--- config.mk ---
export PLATFORM = sky130hd
export DESIGN_NAME = umi_demux_flat
export DESIGN_NICKNAME = d
export VERILOG_FILES = /design/src/rtl/umi_demux_if.sv /design/src/rtl/umi_demux.sv /design/src/flat_wrapper.sv
export SDC_FILE = /design/constraint.sdc
export NUM_CORES = 1
export LEC_CHECK = 0
export ABC_AREA = 1
export CAP_MARGIN = 20
export CORE_AREA = 3 3 507 509
export DETAILED_ROUTE_END_ITERATION = 6
export DIE_AREA = 0 0 510 512
export DONT_BUFFER_PORTS = 1
export HOLD_SLACK_MARGIN = 0.05
export PLACE_DENSITY_LB_ADDON = 0.15
export SYNTH_ARGS = -nofsm -noshare
export SYNTH_HDL_FRONTEND = slang
export SYNTH_SLANG_ARGS = --single-unit
--- constraint.sdc ---
create_clock -name clk -period 2.1 [get_ports clk]
set_input_delay 0.42 -clock clk [delete_from_list [all_inputs] [get_ports clk]]
set_output_delay 0.42 -clock clk [all_outputs]
set_load 0.01 [all_outputs]
--- src/rtl/umi_demux_if.sv ---
// Bus bundle for the UMI one-hot demultiplexer: one shared input stream,
// N registered output streams, and the dropped-packet error counter.
interface umi_demux_if #(
  parameter int UW = 256,
  parameter int N  = 4,
  parameter int CW = 8
);
  logic [N-1:0]    umi_in_sel;
  logic            umi_in_valid;
  logic [UW-1:0]   umi_in_packet;
  logic            umi_in_ready;
  logic [N-1:0]    umi_out_valid;
  logic [N*UW-1:0] umi_out_packet;
  logic [N-1:0]    umi_out_ready;
  logic            err_clear;
  logic [CW-1:0]   err_count;

  // Source / agent side that drives packets in and sinks them out
  modport master (
    output umi_in_sel, umi_in_valid, umi_in_packet, umi_out_ready, err_clear,
    input  umi_in_ready, umi_out_valid, umi_out_packet, err_count
  );

  // Demultiplexer side
  modport slave (
    input  umi_in_sel, umi_in_valid, umi_in_packet, umi_out_ready, err_clear,
    output umi_in_ready, umi_out_valid, umi_out_packet, err_count
  );
endinterface

--- src/rtl/umi_demux.sv ---
// One-hot UMI demultiplexer: routes a single input stream to one of N
// outputs through a single-entry registered stage per output. Packets with
// a zero or multi-hot select are consumed and counted in a saturating
// error counter.
module umi_demux #(
  parameter int UW = 256,
  parameter int N  = 4,
  parameter int CW = 8
) (
  input  logic        clk,
  input  logic        nreset,
  umi_demux_if.slave  bus
);

  localparam logic [N-1:0]  SEL_ONE = N'(1);
  localparam logic [CW-1:0] ERR_ONE = CW'(1);
  localparam logic [CW-1:0] ERR_MAX = '1;

  logic                  legal;
  logic                  in_ready;
  logic                  drop;
  logic [N-1:0]          slot_free;
  logic [N-1:0]          accept;
  logic [N-1:0]          valid_d, valid_q;
  logic [N-1:0][UW-1:0]  pkt_d, pkt_q;
  logic [CW-1:0]         err_d, err_q;

  // Decode select legality and the input handshake; a slot draining this cycle may refill
  always_comb begin
    legal     = (bus.umi_in_sel != '0) &&
                ((bus.umi_in_sel & (bus.umi_in_sel - SEL_ONE)) == '0);
    slot_free = ~valid_q | bus.umi_out_ready;
    in_ready  = legal ? |(bus.umi_in_sel & slot_free) : 1'b1;
    accept    = (bus.umi_in_valid && in_ready && legal) ? bus.umi_in_sel : '0;
    drop      = bus.umi_in_valid & ~legal;
  end

  // Per-output slot: load on accept, clear valid on drain, hold payload otherwise
  always_comb begin
    valid_d = valid_q;
    pkt_d   = pkt_q;
    for (int i = 0; i < N; i++) begin
      if (accept[i]) begin
        valid_d[i] = 1'b1;
        pkt_d[i]   = bus.umi_in_packet;
      end else if (bus.umi_out_ready[i]) begin
        valid_d[i] = 1'b0;
      end
    end
  end

  // Saturating drop counter; a clear coinciding with a drop leaves a count of one
  always_comb begin
    err_d = err_q;
    if (bus.err_clear) begin
      err_d = drop ? ERR_ONE : '0;
    end else if (drop && (err_q != ERR_MAX)) begin
      err_d = err_q + ERR_ONE;
    end
  end

  // State registers; payloads are reset too so outputs never carry X
  always_ff @(posedge clk or negedge nreset) begin
    if (!nreset) begin
      valid_q <= '0;
      pkt_q   <= '0;
      err_q   <= '0;
    end else begin
      valid_q <= valid_d;
      pkt_q   <= pkt_d;
      err_q   <= err_d;
    end
  end

  assign bus.umi_in_ready   = in_ready;
  assign bus.umi_out_valid  = valid_q;
  assign bus.umi_out_packet = pkt_q;
  assign bus.err_count      = err_q;

endmodule
--- src/flat_wrapper.sv ---
// flat-port wrapper written by rule: the top's interface ports become plain ports
module umi_demux_flat 
#(
  parameter int UW = 256,
  parameter int N  = 4,
  parameter int CW = 8
)
  (clk, nreset, bus_umi_in_sel, bus_umi_in_valid, bus_umi_in_packet, bus_umi_out_ready, bus_err_clear, bus_umi_in_ready, bus_umi_out_valid, bus_umi_out_packet, bus_err_count);
  umi_demux_if #(.UW(UW), .N(N), .CW(CW)) bus_i ();
  input  logic clk;
  input  logic nreset;
  input wire logic [$bits(bus_i.umi_in_sel)-1:0] bus_umi_in_sel;
  input wire logic [$bits(bus_i.umi_in_valid)-1:0] bus_umi_in_valid;
  input wire logic [$bits(bus_i.umi_in_packet)-1:0] bus_umi_in_packet;
  input wire logic [$bits(bus_i.umi_out_ready)-1:0] bus_umi_out_ready;
  input wire logic [$bits(bus_i.err_clear)-1:0] bus_err_clear;
  output wire logic [$bits(bus_i.umi_in_ready)-1:0] bus_umi_in_ready;
  output wire logic [$bits(bus_i.umi_out_valid)-1:0] bus_umi_out_valid;
  output wire logic [$bits(bus_i.umi_out_packet)-1:0] bus_umi_out_packet;
  output wire logic [$bits(bus_i.err_count)-1:0] bus_err_count;
  assign bus_i.umi_in_sel = bus_umi_in_sel;
  assign bus_i.umi_in_valid = bus_umi_in_valid;
  assign bus_i.umi_in_packet = bus_umi_in_packet;
  assign bus_i.umi_out_ready = bus_umi_out_ready;
  assign bus_i.err_clear = bus_err_clear;
  assign bus_umi_in_ready = bus_i.umi_in_ready;
  assign bus_umi_out_valid = bus_i.umi_out_valid;
  assign bus_umi_out_packet = bus_i.umi_out_packet;
  assign bus_err_count = bus_i.err_count;
  umi_demux #(.UW(UW), .N(N), .CW(CW)) u_core (.clk(clk), .nreset(nreset), .bus(bus_i));
endmodule
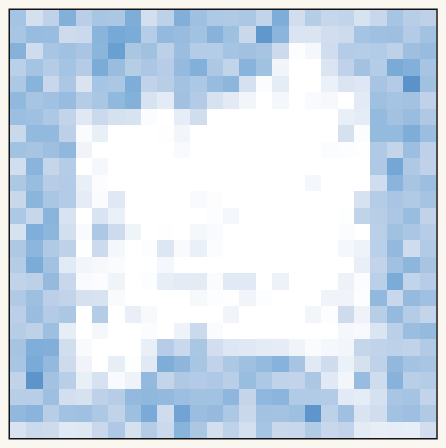
**Above:** cell density map.
The die is cut into 26 by 26 equal tiles; white is low, dark blue is high, 0 to 100% covered.
28% of the tiles are nearly empty. The emptiest ninth of the die: center. The densest ninth of the die: north-west. The mean over all tiles is 20%.
total core area: 253500 µm²
initial cell density of the core: 0.1611
Finished Core Util: 0.2242

==> job_summary.md <==
## PnR job results

| Metric | Value |
|---|---|
| Status | finished with violations |
| Violations in the final reports | negative hold slack, negative setup slack |
| Met2 Wirelength | 113.5 mm |
| Highest-power group | sequential cells |
| Number of non-clock buffers in the layout | 627 |
| Post-placement setup slack | -237.0 ps |
| Number of pins with negative max-slew slack in the final report | 0 |
| Number of synthesized register bits | 1036 |
| CP Max Fanout | 9 |
| Antenna violations before repair | 45 |
| Worst setup slack after layout | -25.63 ps |
| Final setup fails | 26 |
| Cell internal pwr | 42050 µW |
| Cell type taking the most area | flip-flops and latches |
| Topmost layer with routed signal wires | met5 |
| Global-route layer with the greatest usage | met2 |
| Netlist Area Pre-Place | 40830 µm² |
| Power spent charging and discharging nets | 23240 µW |
| Clock latency on the worst-skew pair | 770 ps |
| Max cap viols | 0 |
| Most frequent standard cell in the layout excluding fill and tap cells | sky130_fd_sc_hd__nand2_1 |
| Start point of the worst hold path | bus_umi_in_sel[1] |
| Overall power after layout | 65280 µW |
| Distinct cell type count of the synthesized netlist | 18 |
| Post-route insts no fill | 8462 |
| Placer Congestion | 0.8491 |
| Share of synthesized cell area in and-or and or-and compound cells | 0.0005517 |
| Final count of hold timing violations | 128 |
| Depth of the CTS H-tree | 4 |
| Post-route cell area | 56820 µm² |
| 1st-iter DRT viols | 2747 |
| Worst voltage drop across the vdd grid | 0.0007294 V |
| Combinational share of cell area | 0.2456 |
| Met3 WL | 27.56 mm |
| Number of buffers created by CTS | 136 |
| Number of iterations in the first detailed-routing pass | 5 |
| Worst Hold Slack | -174.1 ps |
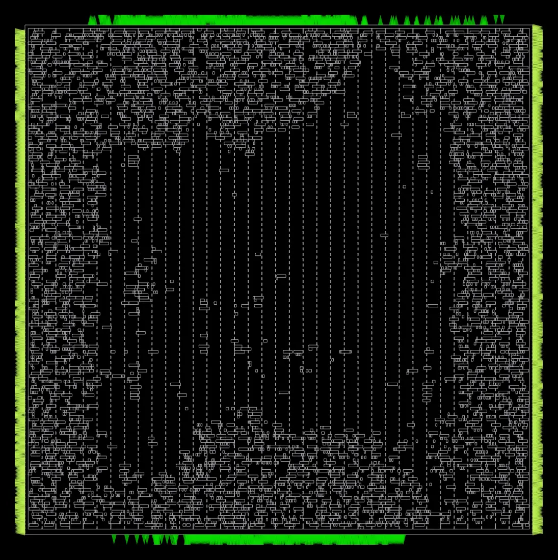
**Above:** cell placement.
fraction of area in registers: 0.4563
Filler cells: 27769
Tapcells: 3366

-- worst max-delay path, stage by stage (launching register included) --
cell,delay (ps)
sky130_fd_sc_hd__dfrtp_1,370
sky130_fd_sc_hd__nand2_1,90
sky130_fd_sc_hd__nand2_1,70
sky130_fd_sc_hd__nand2_2,70
sky130_fd_sc_hd__nor2_4,60
sky130_fd_sc_hd__buf_6,120
sky130_fd_sc_hd__nor2_4,180
sky130_fd_sc_hd__buf_12,180
sky130_fd_sc_hd__buf_12,120
sky130_fd_sc_hd__nand2_8,110
sky130_fd_sc_hd__buf_16,200
sky130_fd_sc_hd__clkbuf_16,230
sky130_fd_sc_hd__nand2_2,50
sky130_fd_sc_hd__nand2_1,40
-- registers in the layout (all words and copies together), names as in the netlist --
signal / flops
u_core.bus.err_count: 8
u_core.bus.umi_out_packet: 1024
u_core.bus.umi_out_valid: 4
-- synth_stat cells --
library cell / instances
sky130_fd_sc_hd__clkinv_1: 1
sky130_fd_sc_hd__nand2_2: 4
sky130_fd_sc_hd__dfrtp_1: 1036
sky130_fd_sc_hd__nand3_1: 1038
sky130_fd_sc_hd__buf_2: 189
sky130_fd_sc_hd__o21ai_0: 3
sky130_fd_sc_hd__a21o_1: 1
sky130_fd_sc_hd__xnor2_1: 1
sky130_fd_sc_hd__inv_1: 8
sky130_fd_sc_hd__nor3_1: 1
sky130_fd_sc_hd__buf_4: 32
sky130_fd_sc_hd__inv_2: 4
sky130_fd_sc_hd__clkbuf_1: 122
sky130_fd_sc_hd__nor2_1: 12
sky130_fd_sc_hd__nand2_1: 2095
sky130_fd_sc_hd__nand4_1: 2
sky130_fd_sc_hd__ha_1: 1
sky130_fd_sc_hd__xor2_1: 2
Power figures rest on the tool's default switching activity, not on a simulated workload.
